==> config.mk <==
export PLATFORM = sky130hd
export DESIGN_NAME = fp_add_sequencer_flat
export DESIGN_NICKNAME = d
export VERILOG_FILES = /design/src/rtl/fp_add_sequencer_if.sv /design/src/rtl/fp_add_sequencer.sv /design/src/flat_wrapper.sv
export SDC_FILE = /design/constraint.sdc
export NUM_CORES = 1
export LEC_CHECK = 0
export ABC_AREA = 1
export CORE_MARGIN = 8
export CORE_UTILIZATION = 45
export DETAILED_ROUTE_END_ITERATION = 12
export HOLD_SLACK_MARGIN = 0.12
export PLACE_DENSITY = 0.81
export RECOVER_POWER = 50
export SYNTH_ARGS = -nofsm -noshare
export SYNTH_HDL_FRONTEND = slang
export SYNTH_SLANG_ARGS = --single-unit
==> constraint.sdc <==
create_clock -name clk -period 4.8 [get_ports clk]
set_input_delay 1.2 -clock clk [delete_from_list [all_inputs] [get_ports clk]]
set_output_delay 1.2 -clock clk [all_outputs]
set_load 0.02 [all_outputs]
### The metal 1 layer, run 1

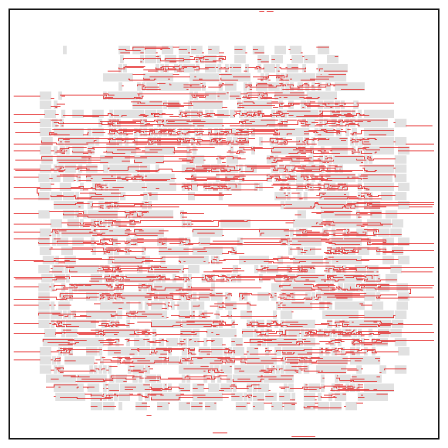
wire length on this layer	7700 um
nets with wire on the layer	912
longest straight run	46.9 um
Post-Route WL: 18100 um
M1 GR Usage: 28.0%
via count: 5593

### Metal 2, run 1

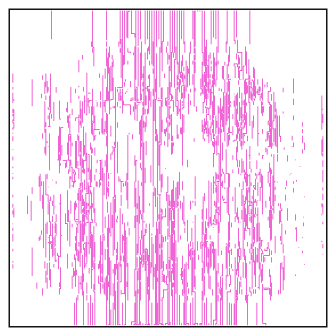
wire length on this layer	8400 um
nets with wire on the layer	832
share of all routed wire	46%
grt met2 use: 35.7%

### M3 wires, run 1

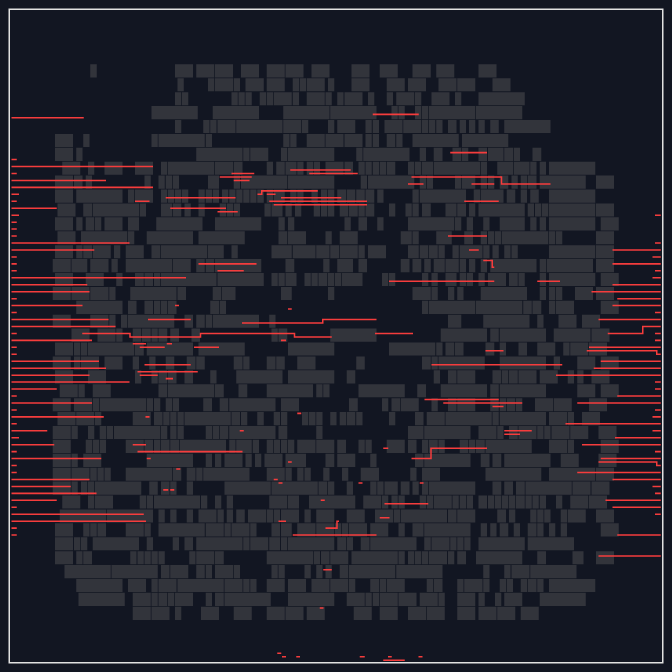
main direction	horizontal
longest straight run	33.8 um
met3 usage: 6.70%

==> results_dict.tcl, run 1 <==
# place-and-route summary
set metrics [dict create \
    status "finished with violations" \
    violations "max-capacitance violations, max-slew violations" \
    flops 109 \
    fp_util_pct 46.4 \
    place_congestion 0.812 \
    synthTopLogicFamily "simple AND/OR/NAND/NOR gates" \
    drv_cap 1 \
    nClkBuffers 10 \
    crit_required_ps 5090 \
    cp.arrival_ps 3770 \
    path_buffers 1 \
    ys_sh_adder_pct 0.671 \
    r2r_setup_slack_ps 1320 \
    cp_slowest_cell "nor2_4" \
    tool_warnings 27 \
    cts-root-buf "clkbuf_16" \
    slew_violations 37 \
    antenna_cells 0 \
    ys_warn_count 0 \
    nets 1032 \
    dp_slack_ps 1490 \
    num-multi-input-gates 551 \
    fillerInstances 992 \
    grt_pass1_vias 5557 \
    aoi_share_pct 6.24 \
    timing.final.crit_period_ps 3480 \
    cts.path.max_buffers 2 \
    top_cell_area_share_pct 48.7 \
    hold_path.class "reg -> reg" \
    fin_cells 1102 \
    fmax_ghz 0.287 \
    synthTopCellsByArea "dfrtp_1 49%, nand2_1 20%, nand3_1 5.4%" \
    crit_chain "nand4_1 -> nor2_2 -> inv_2 -> nor2_4 -> nor2_1 -> nand3_2 -> nand2_2 -> nor2_4 -> nand2_1 -> nand3_1" \
    switching_share_pct 43.5 \
    fin_setup_tns_ps 0 \
]
-- run 1: synth_stat cells --
library cell,number
o211ai_1,1
o21ai_0,59
ha_1,3
a21oi_1,2
nor2_1,50
dfrtp_1,109
inv_2,4
buf_4,5
buf_12,1
xnor2_1,1
nand4_1,8
nor2_4,2
buf_2,14
o21ai_1,4
inv_1,46
o2111ai_1,1
nand2_2,4
buf_1,1
clkinv_4,1
nand2_1,304
clkbuf_1,16
buf_6,2
conb_1,1
nand3_2,15
nor3_1,24
nand3_1,60
xor2_1,2
o21bai_1,1
nor2_2,7
-- run 1: layer usage --
metal / track usage, % / wire (um) / vias to the layer above
li1: - / - / 2727
met1: 28.0 / 7700 / 2599
met2: 35.7 / 8400 / 227
met3: 6.70 / 1370 / 40
met4: 9.24 / 595 / 0
met5: 0 / 0 / -
### Track usage over the die, run 1

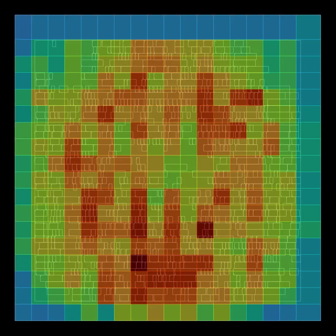

==> run 2, diff against run 1 <==
- CORE_UTILIZATION: 45 -> 41
- PLACE_DENSITY: 0.81 -> 0.78
- clock period: 4.8 -> 2.95 ns (I/O delays scaled with it)
### Track usage over the die, run 2

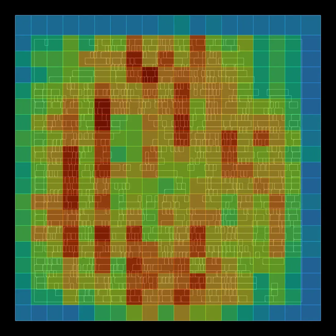
M1 GR Usage: 26.1%
utilization after layout: 60.2%
Top Usage Layer GRT: met2
average wire per standard cell: 16.3 um
gr usage total: 20.8%

==> run 2 against run 1 <==
  * The flow finishes with violations (max-slew violations)
  * First-iteration DRC count shrank 8.8%
  * Sequential cell count is the same
  * Maximum frequency grew 44%
  * Critical path depth grew 1
  * Sequential power grew 62%
  * Non-clock buffer count grew 3
  * Worst hold slack gained 16 ps
  * Worst setup slack lost 790 ps
  * Register-to-register slack lost 790 ps
  * Final area is essentially flat
  * Clock-buffer cell count grew 3
  * Wire length grew 0.16%
  * Largest cell class unchanged
  * Highest routed layer unchanged
==> results_dict.tcl, run 2 <==
# place-and-route summary
set metrics [dict create \
    num-multi-input-gates 551 \
    switching_share_pct 43.4 \
    violations "max-slew violations" \
    fin_cells 1113 \
    r2r_setup_slack_ps 520 \
    relSlewSlack_pct -0.0207 \
    tool_warnings 29 \
    drv_cap 0 \
    hold_path.class "reg -> reg" \
    nClkBuffers 13 \
    synthTopCellsByCount "304 x nand2_1, 109 x dfrtp_1, 60 x nand3_1, 59 x o21ai_0, 50 x nor2_1" \
    p_leak_nw 3.73 \
    dp_slack_ps 517 \
    top_cell_area_share_pct 48.7 \
    fmax_ghz 0.412 \
    cts-root-buf "clkbuf_16" \
    grtUsageMet3_pct 5.83 \
    antenna_cells 0 \
    fillerInstances 1217 \
    fin_setup_tns_ps 0 \
    slew_violations 15 \
    crit_required_ps 3240 \
    ff_type "dfrtp_1" \
    yosysMostFrequentCell "nand2_1" \
    grt_pass1_vias 5630 \
    edf_count 0 \
    synthArstFlopShare_pct 100 \
    timing.final.crit_period_ps 2430 \
    status "finished with violations" \
    met2_usage_pct 33.3 \
    chipArea_mm2 0.0176 \
    synthTopCellsByArea "dfrtp_1 49%, nand2_1 20%, nand3_1 5.4%" \
    cp_slowest_cell "nor2_4" \
    path_buffers 0 \
    grt_max_degree 110 \
    crit_chain "nor2_1 -> nand2_1 -> nor2_1 -> nand3_1 -> nor2_2 -> nor2_1 -> nand3_2 -> nand2_2 -> nor2_4 -> nand2_1 -> nand3_1" \
    fp_util_pct 42.1 \
]
### The metal 1 layer, run 2

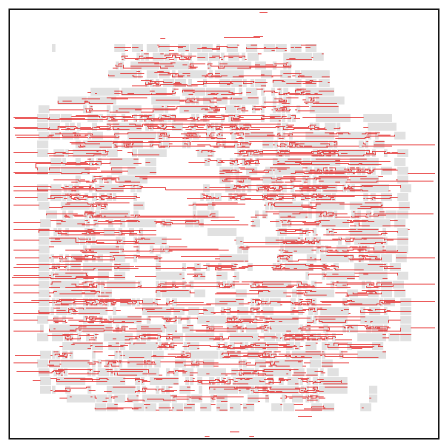
longest straight run	40.9 um
wire length on this layer	7820 um
main direction	horizontal
share of all routed wire	43%
nets with wire on the layer	914
via count: 5558
Post-Route WL: 18100 um

[run 2: cell count changes in the layout (fill, tap and decap cells not counted), sizes merged]
cell           delta
clkbuf            +5
clkinvlp          +2
inv               -3
clkinv            -1
bufinv            -1
clkdlybuf4s50    +13
dlygate4sd3      -13
buf               +1
[run 2: logic make-up (layout without fill, tap and decap cells)]
group | after synthesis | count (layout) | synth area share (%)
AND-OR/OR-AND | 68 | 68 | 6.24
XOR/XNOR | 3 | 3 | 0.470
adder cells (fa/ha/maj) | 3 | 3 | 0.671
buffers and inverters | 90 | 277 | 7.33
flip-flops | 109 | 109 | 48.7
other | 1 | 3 | 0.0670
AND/OR/NAND/NOR | 474 | 474 | 36.5
[run 2: metal layers]
layer,wire [um],vias up
met4,410,0
li1,-,2738
met5,0,-
met3,1340,29
met2,8530,193
met1,7820,2598
Power is estimated from default activity; no workload was simulated.
